## src/rtl/dcache_victim_buffer.sv

```systemverilog
// Write-back victim buffer: absorbs dirty-line evictions into a small FIFO, serves
// read hits from it, forwards read misses to memory and drains lines when idle.
module dcache_victim_buffer #(
  parameter int DEPTH    = 4,
  parameter int S_OFFSET = 5
) (
  input  logic         clk,
  input  logic         rst,
  input  logic [31:0]  cache_address,
  input  logic         cache_read,
  input  logic         cache_write,
  input  logic [255:0] cache_wdata,
  output logic [255:0] cache_rdata,
  output logic         cache_resp,
  output logic [31:0]  pmem_address,
  output logic         pmem_read,
  output logic         pmem_write,
  output logic [255:0] pmem_wdata,
  input  logic [255:0] pmem_rdata,
  input  logic         pmem_resp
);

  localparam int PW = $clog2(DEPTH);
  localparam int CW = PW + 1;
  localparam int TW = 32 - S_OFFSET;

  typedef enum logic [1:0] {
    IDLE     = 2'd0,
    RESP     = 2'd1,
    MEM_READ = 2'd2,
    DRAIN    = 2'd3
  } state_t;

  state_t         state_r;
  logic [TW-1:0]  tag_r  [DEPTH];
  logic [255:0]   data_r [DEPTH];
  logic [DEPTH-1:0] valid_r;
  logic [PW-1:0]  head_r;
  logic [PW-1:0]  tail_r;
  logic [CW-1:0]  count_r;
  logic           resp_r;
  logic           pmem_read_r;
  logic           pmem_write_r;
  logic [31:0]    pmem_address_r;
  logic [255:0]   pmem_wdata_r;
  logic [255:0]   rdata_r;

  logic [TW-1:0]    req_tag_s;
  logic             unused_offset_s;
  logic             full_s;
  logic             empty_s;
  logic [DEPTH-1:0] hit_vec_s;
  logic [PW-1:0]    hit_idx_s;
  logic             hit_s;
  logic             wr_en_s;
  logic [PW-1:0]    wr_idx_s;

  assign req_tag_s       = cache_address[31:S_OFFSET];
  assign unused_offset_s = ^cache_address[S_OFFSET-1:0];
  assign full_s          = (count_r == CW'(DEPTH));
  assign empty_s         = (count_r == {CW{1'b0}});

  // Tag match across all entries; at most one entry can match, so OR-ing indices is exact.
  always_comb begin
    hit_vec_s = {DEPTH{1'b0}};
    hit_idx_s = {PW{1'b0}};
    for (int i = 0; i < DEPTH; i++) begin
      hit_vec_s[i] = valid_r[i] & (tag_r[i] == req_tag_s);
      hit_idx_s    = hit_idx_s | (hit_vec_s[i] ? PW'(i) : {PW{1'b0}});
    end
  end

  assign hit_s = |hit_vec_s;

  // Eviction store target: overwrite a matching line in place, otherwise allocate at tail.
  always_comb begin
    wr_en_s  = 1'b0;
    wr_idx_s = tail_r;
    if ((state_r == IDLE) && cache_write) begin
      if (hit_s) begin
        wr_en_s  = 1'b1;
        wr_idx_s = hit_idx_s;
      end else if (!full_s) begin
        wr_en_s  = 1'b1;
      end else begin
        wr_en_s  = 1'b0;
      end
    end else begin
      wr_en_s = 1'b0;
    end
  end

  // Line storage; contents are qualified by valid_r so no reset is needed.
  always_ff @(posedge clk) begin
    if (wr_en_s) begin
      tag_r[wr_idx_s]  <= req_tag_s;
      data_r[wr_idx_s] <= cache_wdata;
    end
  end

  // Control FSM, FIFO bookkeeping and registered memory-side outputs.
  always_ff @(posedge clk or negedge rst) begin
    if (!rst) begin
      state_r        <= IDLE;
      valid_r        <= {DEPTH{1'b0}};
      head_r         <= {PW{1'b0}};
      tail_r         <= {PW{1'b0}};
      count_r        <= {CW{1'b0}};
      resp_r         <= 1'b0;
      pmem_read_r    <= 1'b0;
      pmem_write_r   <= 1'b0;
      pmem_address_r <= 32'h0000_0000;
      pmem_wdata_r   <= 256'h0;
      rdata_r        <= 256'h0;
    end else begin
      case (state_r)
        IDLE: begin
          resp_r <= 1'b0;
          if (cache_write && (hit_s || !full_s)) begin
            if (!hit_s) begin
              valid_r[tail_r] <= 1'b1;
              tail_r          <= tail_r + 1'b1;
              count_r         <= count_r + 1'b1;
            end
            resp_r  <= 1'b1;
            state_r <= RESP;
          end else if (!cache_write && cache_read && hit_s) begin
            rdata_r <= data_r[hit_idx_s];
            resp_r  <= 1'b1;
            state_r <= RESP;
          end else if (!cache_write && cache_read) begin
            pmem_read_r    <= 1'b1;
            pmem_address_r <= {req_tag_s, {S_OFFSET{1'b0}}};
            state_r        <= MEM_READ;
          end else if (!empty_s) begin
            // Also reached by a write miss on a full buffer: free the head first.
            pmem_write_r   <= 1'b1;
            pmem_address_r <= {tag_r[head_r], {S_OFFSET{1'b0}}};
            pmem_wdata_r   <= data_r[head_r];
            state_r        <= DRAIN;
          end
        end
        RESP: begin
          resp_r  <= 1'b0;
          state_r <= IDLE;
        end
        MEM_READ: begin
          if (pmem_resp) begin
            pmem_read_r <= 1'b0;
            state_r     <= IDLE;
          end
        end
        DRAIN: begin
          if (pmem_resp) begin
            pmem_write_r    <= 1'b0;
            valid_r[head_r] <= 1'b0;
            head_r          <= head_r + 1'b1;
            count_r         <= count_r - 1'b1;
            state_r         <= IDLE;
          end
        end
        default: begin
          state_r <= IDLE;
        end
      endcase
    end
  end

  assign cache_resp   = resp_r | ((state_r == MEM_READ) & pmem_resp);
  assign cache_rdata  = (state_r == MEM_READ) ? pmem_rdata : rdata_r;
  assign pmem_read    = pmem_read_r;
  assign pmem_write   = pmem_write_r;
  assign pmem_address = pmem_address_r;
  assign pmem_wdata   = pmem_wdata_r;

endmodule

```

## config.mk

```make
export PLATFORM = sky130hd
export DESIGN_NAME = dcache_victim_buffer
export DESIGN_NICKNAME = d
export VERILOG_FILES = /design/src/rtl/dcache_victim_buffer.sv
export SDC_FILE = /design/constraint.sdc
export NUM_CORES = 2
export LEC_CHECK = 0
export CORE_AREA = 2 2 430 432
export CTS_CLUSTER_SIZE = 40
export DETAILED_ROUTE_END_ITERATION = 8
export DIE_AREA = 0 0 432 434
export GPL_TIMING_DRIVEN = 0
export PLACE_DENSITY_LB_ADDON = 0.1
export SLEW_MARGIN = 20
export SYNTH_ARGS = -nofsm -noshare
export SYNTH_HDL_FRONTEND = slang
export SYNTH_SLANG_ARGS = --single-unit
```

## constraint.sdc

```tcl
create_clock -name clk -period 94.2 [get_ports clk]
set_input_delay 18.84 -clock clk [delete_from_list [all_inputs] [get_ports clk]]
set_output_delay 18.84 -clock clk [all_outputs]
set_load 0.02 [all_outputs]
```

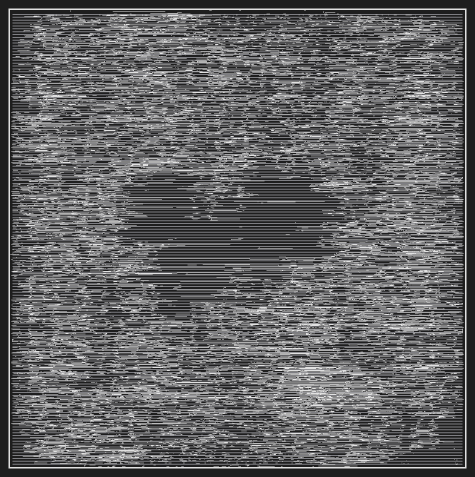
(met1 routing)
Supply wires on this layer in gray.
share of all routed wire: 39%
wire length on this layer: 96.4 mm

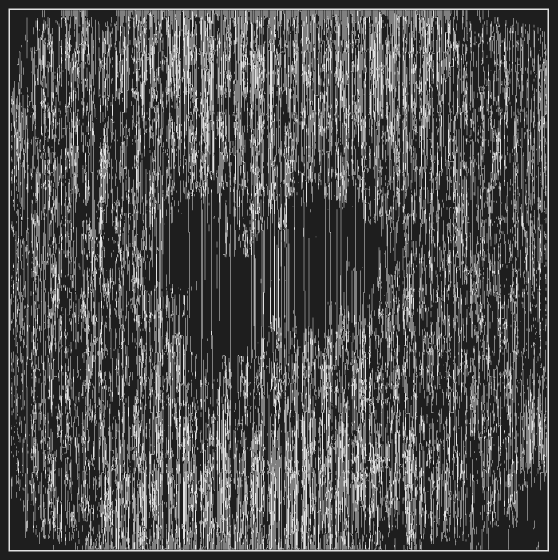
(the metal 2 layer)
nets with wire on the layer: 5910
longest straight run: 226 um
share of all routed wire: 51%
wire length on this layer: 125 mm
main direction: vertical
via count: 46949
routing usage on met2: 44.3%
final WL: 247000 um

==> impl_metrics.csv <==
group,metric,value,unit
route,wire_per_inst,28.4,um
logic_synthesis,synth_area_per_cell,16.1,um^2
route,wl_met2,125000,um
min_path,min_from,"rdata_r[14]$_DFFE_PN0P_",
global_routing,grt_pass1_vias,48193,
finish,nClkBuffers,276,
global_routing,grt_pass1_wl,348000,um
route,wl_met3,15200,um
clock_network,cts_hold_buf,0,
clock_network,path_clk_slew,0.05,ns
finish,logic_area,25600,um^2
sta,maxSlewHeadroom,29.4,%
clock_network,worstSkewPairLatency,0.83,ns
sta,rsz0062_at_grt,"false",
logic_synthesis,synth_area,75300,um^2
power_and_ir_drop,pg_clk,0.000712,W
die,chipWidth,432,um
critical_path,reg2reg_to,"data_r[0][47]$_DFFE_PP_",
global_routing,grt.met1_usage,31.7,%
finish,most-common-layout-cells,"edfxtp_1, clkdlybuf4s50_1, mux2_2, dfrtp_1, nand2_1",
finish,final_cell_area,96900,um^2
route,wl_met1,96400,um
min_path,hold_path_end,"rdata_r[14]$_DFFE_PN0P_",
critical_path,critPathLaunchType,"primary input",
outcome,run_status,"finished, final reports clean",
flow_run,drv_cap,0,
critical_path,path_depth,3,
power_and_ir_drop,largestPowerGroup,"registers",
finish,seq_area,47900,um^2
route,first_iter_violations,3321,
min_path,hold_path_class,"flop to flop",
global_routing,grt_start_max_net_pins,93,
critical_path,regToRegSetupSlack,87.71,ns
finish,final_common_cell,"edfxtp_1",
die,die_h,434,um
place,dp_slack,55.03,ns
clock_network,cts-buffers-inserted,182,
finish,comb_area_share,26.5,%
critical_path,critPathTopFamily,"buffers and inverters",
sta,period_needed,39.16,ns
clock_network,cts-htree-levels,4,
route,drt.antenna.violating_nets,0,
logic_synthesis,topCellsByArea,"edfxtp_1, dfrtp_1, mux2_2",
logic_synthesis,top_cell,"edfxtp_1",
logic_synthesis,synth.logic.top_family,"multiplexers",
critical_path,required,75.36,ns
finish,antenna_cells,42,
clock_network,cts.sinks,1687,
route,via_per_inst,5.38,
